--- src/rtl/rom_ctrl_pkg.sv ---
// ----------------------------------------------------------------------------
// rom_ctrl_pkg
// Shared definitions for the AR/IMM/MEM microcode-ROM controllers:
//   en_t     ROM-select encoding driven on the en bus
//   state_t  sequencer state encoding
//   OP_W     width of the opcode field, which sits in the top OP_W bits of
//            every instruction word (instr[IW-1 -: OP_W])
// ----------------------------------------------------------------------------
package rom_ctrl_pkg;

    typedef enum logic [1:0] {
        EN_NONE = 2'b00,
        EN_AR   = 2'b01,
        EN_IMM  = 2'b10,
        EN_MEM  = 2'b11
    } en_t;

    typedef enum logic {
        IDLE = 1'b0,
        EXEC = 1'b1
    } state_t;

    // Opcode occupies the most significant OP_W bits of the instruction.
    localparam int OP_W = 4;

endpackage : rom_ctrl_pkg

--- src/rtl/rom_class_dec.sv ---
// ----------------------------------------------------------------------------
// rom_class_dec
// Purely combinational opcode classifier shared by the ROM controllers.
//   op_i       [OP_W-1:0]  opcode field of the instruction
//   cls_o      en_t        ROM class (EN_NONE when illegal)
//   illegal_o  1           opcode belongs to no class
// Classes: 0000 -> AR; 1xxx -> MEM; 0xx0 with a set middle bit -> IMM;
// 0xx1 -> illegal. Every opcode falls into exactly one class.
// ----------------------------------------------------------------------------
module rom_class_dec
    import rom_ctrl_pkg::*;
(
    input  logic [OP_W-1:0] op_i,
    output en_t             cls_o,
    output logic            illegal_o
);

    // NOTE: every output of a combinational block gets a default before any
    // branch, so no path leaves it unassigned and no latch is inferred.
    always_comb begin
        cls_o     = EN_NONE;
        illegal_o = 1'b0;
        if (op_i[3]) begin
            cls_o = EN_MEM;
        end else if (op_i[0]) begin
            illegal_o = 1'b1;
        end else if (op_i[2] | op_i[1]) begin
            cls_o = EN_IMM;
        end else begin
            cls_o = EN_AR;
        end
    end

endmodule : rom_class_dec

--- src/rtl/rom_seq_ctrl.sv ---
// ----------------------------------------------------------------------------
// rom_seq_ctrl
// Registered ROM-select sequencer. Accepts instructions on a valid/ready
// handshake, classifies them, and walks the selected microcode ROM through
// a per-class number of micro-steps, with a stall input that freezes the
// current step.
//   clk          in   rising-edge clock
//   rst          in   asynchronous active-low reset
//   instr_valid  in   instruction offered
//   instr        in   [IW-1:0] instruction
//   instr_ready  out  controller can accept this cycle
//   stall        in   hold the current micro-step
//   en           out  [1:0] ROM select (00 none, 01 AR, 10 IMM, 11 MEM)
//   upc          out  [UW-1:0] micro-step address
//   instr_q      out  [IW-1:0] latched instruction for the ROMs
//   uop_valid    out  a micro-step is being presented
//   done         out  last micro-step retires this cycle
//   illegal      out  one-cycle pulse after an unclassifiable instruction
//   busy         out  sequencer is executing
// ----------------------------------------------------------------------------
module rom_seq_ctrl
    import rom_ctrl_pkg::*;
#(
    parameter int IW        = 8,
    parameter int UW        = 3,
    parameter int AR_STEPS  = 2,
    parameter int IMM_STEPS = 3,
    parameter int MEM_STEPS = 4
) (
    input  logic          clk,
    input  logic          rst,
    input  logic          instr_valid,
    input  logic [IW-1:0] instr,
    output logic          instr_ready,
    input  logic          stall,
    output logic [1:0]    en,
    output logic [UW-1:0] upc,
    output logic [IW-1:0] instr_q,
    output logic          uop_valid,
    output logic          done,
    output logic          illegal,
    output logic          busy
);

    localparam logic [UW-1:0] AR_LAST  = UW'(AR_STEPS - 1);
    localparam logic [UW-1:0] IMM_LAST = UW'(IMM_STEPS - 1);
    localparam logic [UW-1:0] MEM_LAST = UW'(MEM_STEPS - 1);

    // Address of the final micro-step for a class.
    function automatic logic [UW-1:0] last_upc(input en_t cls);
        case (cls)
            EN_AR:   last_upc = AR_LAST;
            EN_IMM:  last_upc = IMM_LAST;
            EN_MEM:  last_upc = MEM_LAST;
            default: last_upc = '0;
        endcase
    endfunction

    state_t        state_q, state_d;
    en_t           en_q, en_d;
    logic [UW-1:0] upc_q, upc_d;
    logic [IW-1:0] instr_lat_q, instr_lat_d;
    logic          illegal_q, illegal_d;

    en_t           dec_cls;
    logic          dec_illegal;
    logic          last;
    logic          accept;

    // Classification looks at the incoming word; it only matters on the
    // cycle the instruction is accepted.
    rom_class_dec u_class_dec (
        .op_i      (instr[IW-1 -: OP_W]),
        .cls_o     (dec_cls),
        .illegal_o (dec_illegal)
    );

    assign last        = (state_q == EXEC) && (upc_q == last_upc(en_q));
    assign instr_ready = (state_q == IDLE) || (last && !stall);
    assign accept      = instr_valid && instr_ready;

    assign busy        = (state_q == EXEC);
    assign uop_valid   = busy;
    assign done        = last && !stall;

    assign en          = en_q;
    assign upc         = upc_q;
    assign instr_q     = instr_lat_q;
    assign illegal     = illegal_q;

    always_comb begin
        state_d     = state_q;
        en_d        = en_q;
        upc_d       = upc_q;
        instr_lat_d = instr_lat_q;
        illegal_d   = 1'b0;

        case (state_q)
            IDLE: begin
                if (accept) begin
                    if (dec_illegal) begin
                        illegal_d = 1'b1;
                    end else begin
                        state_d     = EXEC;
                        en_d        = dec_cls;
                        upc_d       = '0;
                        instr_lat_d = instr;
                    end
                end
            end

            EXEC: begin
                if (!stall) begin
                    if (!last) begin
                        upc_d = upc_q + UW'(1);
                    end else if (accept && !dec_illegal) begin
                        // Zero-bubble back-to-back issue: restart at step 0.
                        en_d        = dec_cls;
                        upc_d       = '0;
                        instr_lat_d = instr;
                    end else begin
                        state_d   = IDLE;
                        en_d      = EN_NONE;
                        upc_d     = '0;
                        illegal_d = accept;
                    end
                end
            end

            default: begin
                state_d = IDLE;
                en_d    = EN_NONE;
                upc_d   = '0;
            end
        endcase
    end

    // NOTE: sequential state uses non-blocking assignments so every register
    // samples its next value from the same pre-edge snapshot.
    always_ff @(posedge clk or negedge rst) begin
        if (!rst) begin
            state_q     <= IDLE;
            en_q        <= EN_NONE;
            upc_q       <= '0;
            instr_lat_q <= '0;
            illegal_q   <= 1'b0;
        end else begin
            state_q     <= state_d;
            en_q        <= en_d;
            upc_q       <= upc_d;
            instr_lat_q <= instr_lat_d;
            illegal_q   <= illegal_d;
        end
    end

endmodule : rom_seq_ctrl

--- config.mk ---
export PLATFORM = sky130hd
export DESIGN_NAME = rom_seq_ctrl
export DESIGN_NICKNAME = d
export VERILOG_FILES = /design/src/rtl/rom_ctrl_pkg.sv /design/src/rtl/rom_class_dec.sv /design/src/rtl/rom_seq_ctrl.sv
export SDC_FILE = /design/constraint.sdc
export NUM_CORES = 1
export LEC_CHECK = 0
export CAP_MARGIN = 25
export CELL_PAD_IN_SITES_DETAIL_PLACEMENT = 0
export CELL_PAD_IN_SITES_GLOBAL_PLACEMENT = 1
export CORE_AREA = 2 2 60 48
export DETAILED_ROUTE_END_ITERATION = 6
export DIE_AREA = 0 0 62 50
export PLACE_DENSITY = 0.71
export SYNTH_ARGS = -nofsm -noshare
export SYNTH_HDL_FRONTEND = slang
export SYNTH_SLANG_ARGS = --single-unit
--- constraint.sdc ---
create_clock -name clk -period 3.4 [get_ports clk]
set_clock_uncertainty 0.1 [all_clocks]
set_input_delay 1.02 -clock clk [delete_from_list [all_inputs] [get_ports clk]]
set_output_delay 1.02 -clock clk [all_outputs]
set_load 0.02 [all_outputs]
flops_by_reg.png
Other sequential cells in the stronger grey, the rest of the logic in the fainter grey.
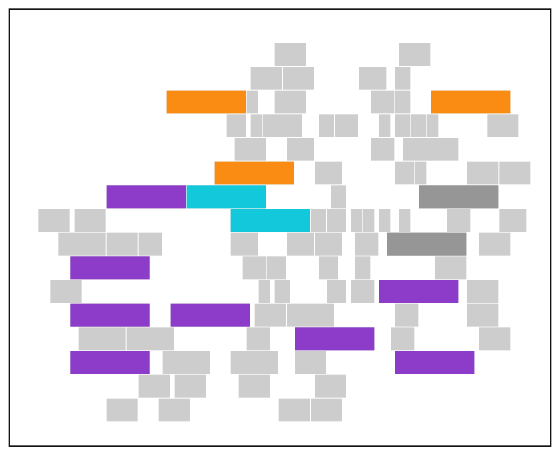
en: shown in cyan, sequential cells 2. instr_q: shown in purple, sequential cells 8. upc: shown in orange, sequential cells 3.
FF/Latch Area: 375 sq um
Sequential Power: 328 uW
flop share of the area: 34.6%
final design utilization: 43.4%

io_fan.png
Scale bar: 20 microns.
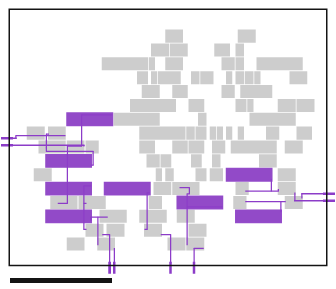
instr_q: shown in purple, direction output, edge 4 south, 2 west, 2 east, end cells 8, wire 171 microns.
I/O Pins: 30
Port Buf Inserts: 29

==> GITHUB_STEP_SUMMARY <==
## Implementation flow summary

| Metric | Value |
|---|---|
| Pwr dens | 990 mW/mm^2 |
| Fmax | 306 MHz |
| Crit path launch type | primary input |
| Register share after synthesis | 51.5% |
| Max-slew headroom at the worst pin | 54.6% |
| Mapped cell area | 728 sq um |
| Clk pin slew, worst setup/hold paths | 0.08 ns |
| Worst hold path type | flop to flop |
| Routed length per instance | 11.7 microns |
| Design area | 0.00108 sq mm |
| DRC violations left | 0 |
| Worst r2r path cells | 5 |
| Status | complete, no violations |
| Hold path depth | 1 |
| Count of cell types in the netlist | 26 |
| DR pass1 iterations | 4 |
| Ys Warns | 0 |
| Clock sinks | 15 |
| Post-layout period usage | 96.2% |
| Layout cells sized above 1 | 16.0% |
| Maxcap violations | 0 |
| TNS Setup | 0 ns |
| Largest net degree at the start of global routing | 16 |
| Num CTS Buffers | 3 |
| Gate Count Post-Synth | 61 |
| Placed Instance Area | 0.00106 sq mm |
| Syn avg cell area | 11.9 sq um |
| DPL Wire Length | 1210 microns |
| Tool warnings | 26 |
| Floorplan Nets | 74 |
| Post-DR vias/cell | 4.36 |
| Most instantiated logic cell after routing | clkdlybuf4s50_1 |
| Final setup violation count | 0 |
| Leakage | 0.000481 uW |
| Worst-path fanout max | 3 |
| Final antenna-violating net count | 0 |
| Hold slack | 0.379 ns |
| Largest cells by area | dfrtp_1 52%, mux2_4 12%, nand3b_1 3.1% |
| First-pass GRT wire length | 2550 microns |
| Area grow syn2layout | 49.0% |
| CTS H-tree lvls | 1 |
| Worst Tran Pin Value | 0.679 ns |
| GRT Overall Usage | 11.2% |
| Ys cells | 61 |
| VDD IR-drop max | 0.407 mV |
| Die Y | 50 microns |
| Area leader share | 51.5% |
| Yosys stat area | 728 sq um |
| Tmin final | 3.27 ns |
| Worst-Skew Late Latency | 0.28 ns |
| RSZ-0062 raised after global routing | false |
| TritonCTS clock tree | done |
layer_met2.png
Scale bar: 20 microns.
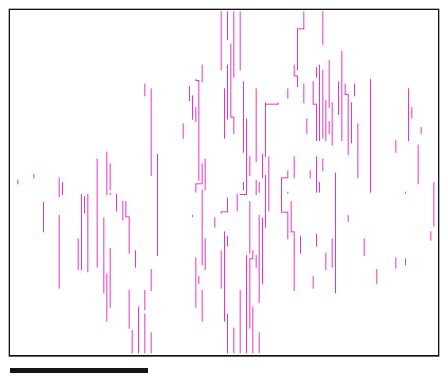
The longest straight run is 17.3 microns. The wires run mostly vertical.
met2 GRT Util: 17.7%
vias: 567
routed wire length: 1520 microns

placement.png
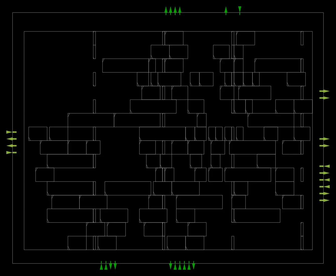
cell row count: 16
CORE AREA: 0.00250 sq mm
fin cells: 130

[final timing paths]
| kind | slack, ns | start | endpoint |
|---|---|---|---|
| min | 0.38 | instr_q[7]$_DFFE_PN0P_ | instr_q[7]$_DFFE_PN0P_ |
| max in group asynchronous | 1.72 | rst | illegal$_DFF_PN0_ |
| min reg2reg | 0.38 | instr_q[7]$_DFFE_PN0P_ | instr_q[7]$_DFFE_PN0P_ |
| max | 0.13 | stall | instr_ready |
| max reg2reg | 1.66 | upc[0]$_DFFE_PN0P_ | instr_q[6]$_DFFE_PN0P_ |
| min in group asynchronous | 1.05 | rst | en[0]$_DFFE_PN0P_ |
[critical path, cell delays in order]
cell,delay (ns)
clkdlybuf4s50_1,0.51
nor2_1,0.07
a31o_4,0.24
dlygate4sd2_1,0.31
[cell families (layout without fill, tap and decap cells)]
logic type | Yosys count | count (layout) | share of synthesized area, %
and+or+nand+nor | 17 | 17 | 13.1
DFF | 15 | 15 | 51.5
AOI/OAI and AO/OA | 13 | 13 | 12.9
muxes | 7 | 7 | 13.7
buffers and inverters | 6 | 39 | 4.64
xor gates and xnor gates | 2 | 2 | 2.41
adders and majority gates | 1 | 1 | 1.72
[through the flow]
stage	setup WS (ns)	std cells	util, %	power, uW
2_1_floorplan	0.763	61	-	724
3_3_place_gp	-0.0928	126	42.4	992
3_5_place_dp	-0.106	126	42.4	999
4_1_cts	0.121	130	43.4	1090
5_1_grt	0.0966	130	43.4	1160
6_report	0.130	130	43.4	1070
[cell usage after synthesis (all sizes together)]
master and n:
ha 1, nand4 1, a21o 1, o21ai 3
nand2b 1, and3 1, o21a 1, mux2 6
nand2 3, a21oi 3, nor2 3, buf 2
or2 1, a31o 1, dfrtp 15, a22o 2
inv 4, o22ai 1, mux2i 1, nor3 2
and2 2, nand3b 3, o21bai 1, xnor2 2
[final cells by class]
class	count	area (sq um)
Clock buffer	3	22.5
Sequential cell	15	375
Tap cell	36	45.0
Fill cell	243	1420
Multi-Input combinational cell	40	319
Inverter	4	15.0
Clock inverter	1	5.00
Timing Repair Buffer	31	303
[metal layers]
| layer | vias to the layer above | track usage [%] | part of all wire, % |
|---|---|---|---|
| li1 | 281 | - | - |
| met1 | 270 | 13.9 | 46 |
| met2 | 16 | 17.7 | 47 |
| met3 | 0 | 6.04 | 7.2 |
| met4 | 0 | 1.06 | 0 |
| met5 | - | 0 | 0 |
[sequential cells by signal, summed over array words and instances, names as in the netlist]
signal and flops:
illegal 1, busy 1, upc 3, instr_q 8, en 2
[what timing repair did]
item	in CTS	in global routing
gates resized	2	0
hold buffers	0	0
endpoints found under the setup margin	2	0
buffers inserted	0	0
[power by group]
| part | switching, uW | internal, uW |
|---|---|---|
| registers | 66.4 | 261 |
| clock network | 55.4 | 43.6 |
| logic | 304 | 343 |
| total | 426 | 648 |
Power and IR drop assume default switching activity.
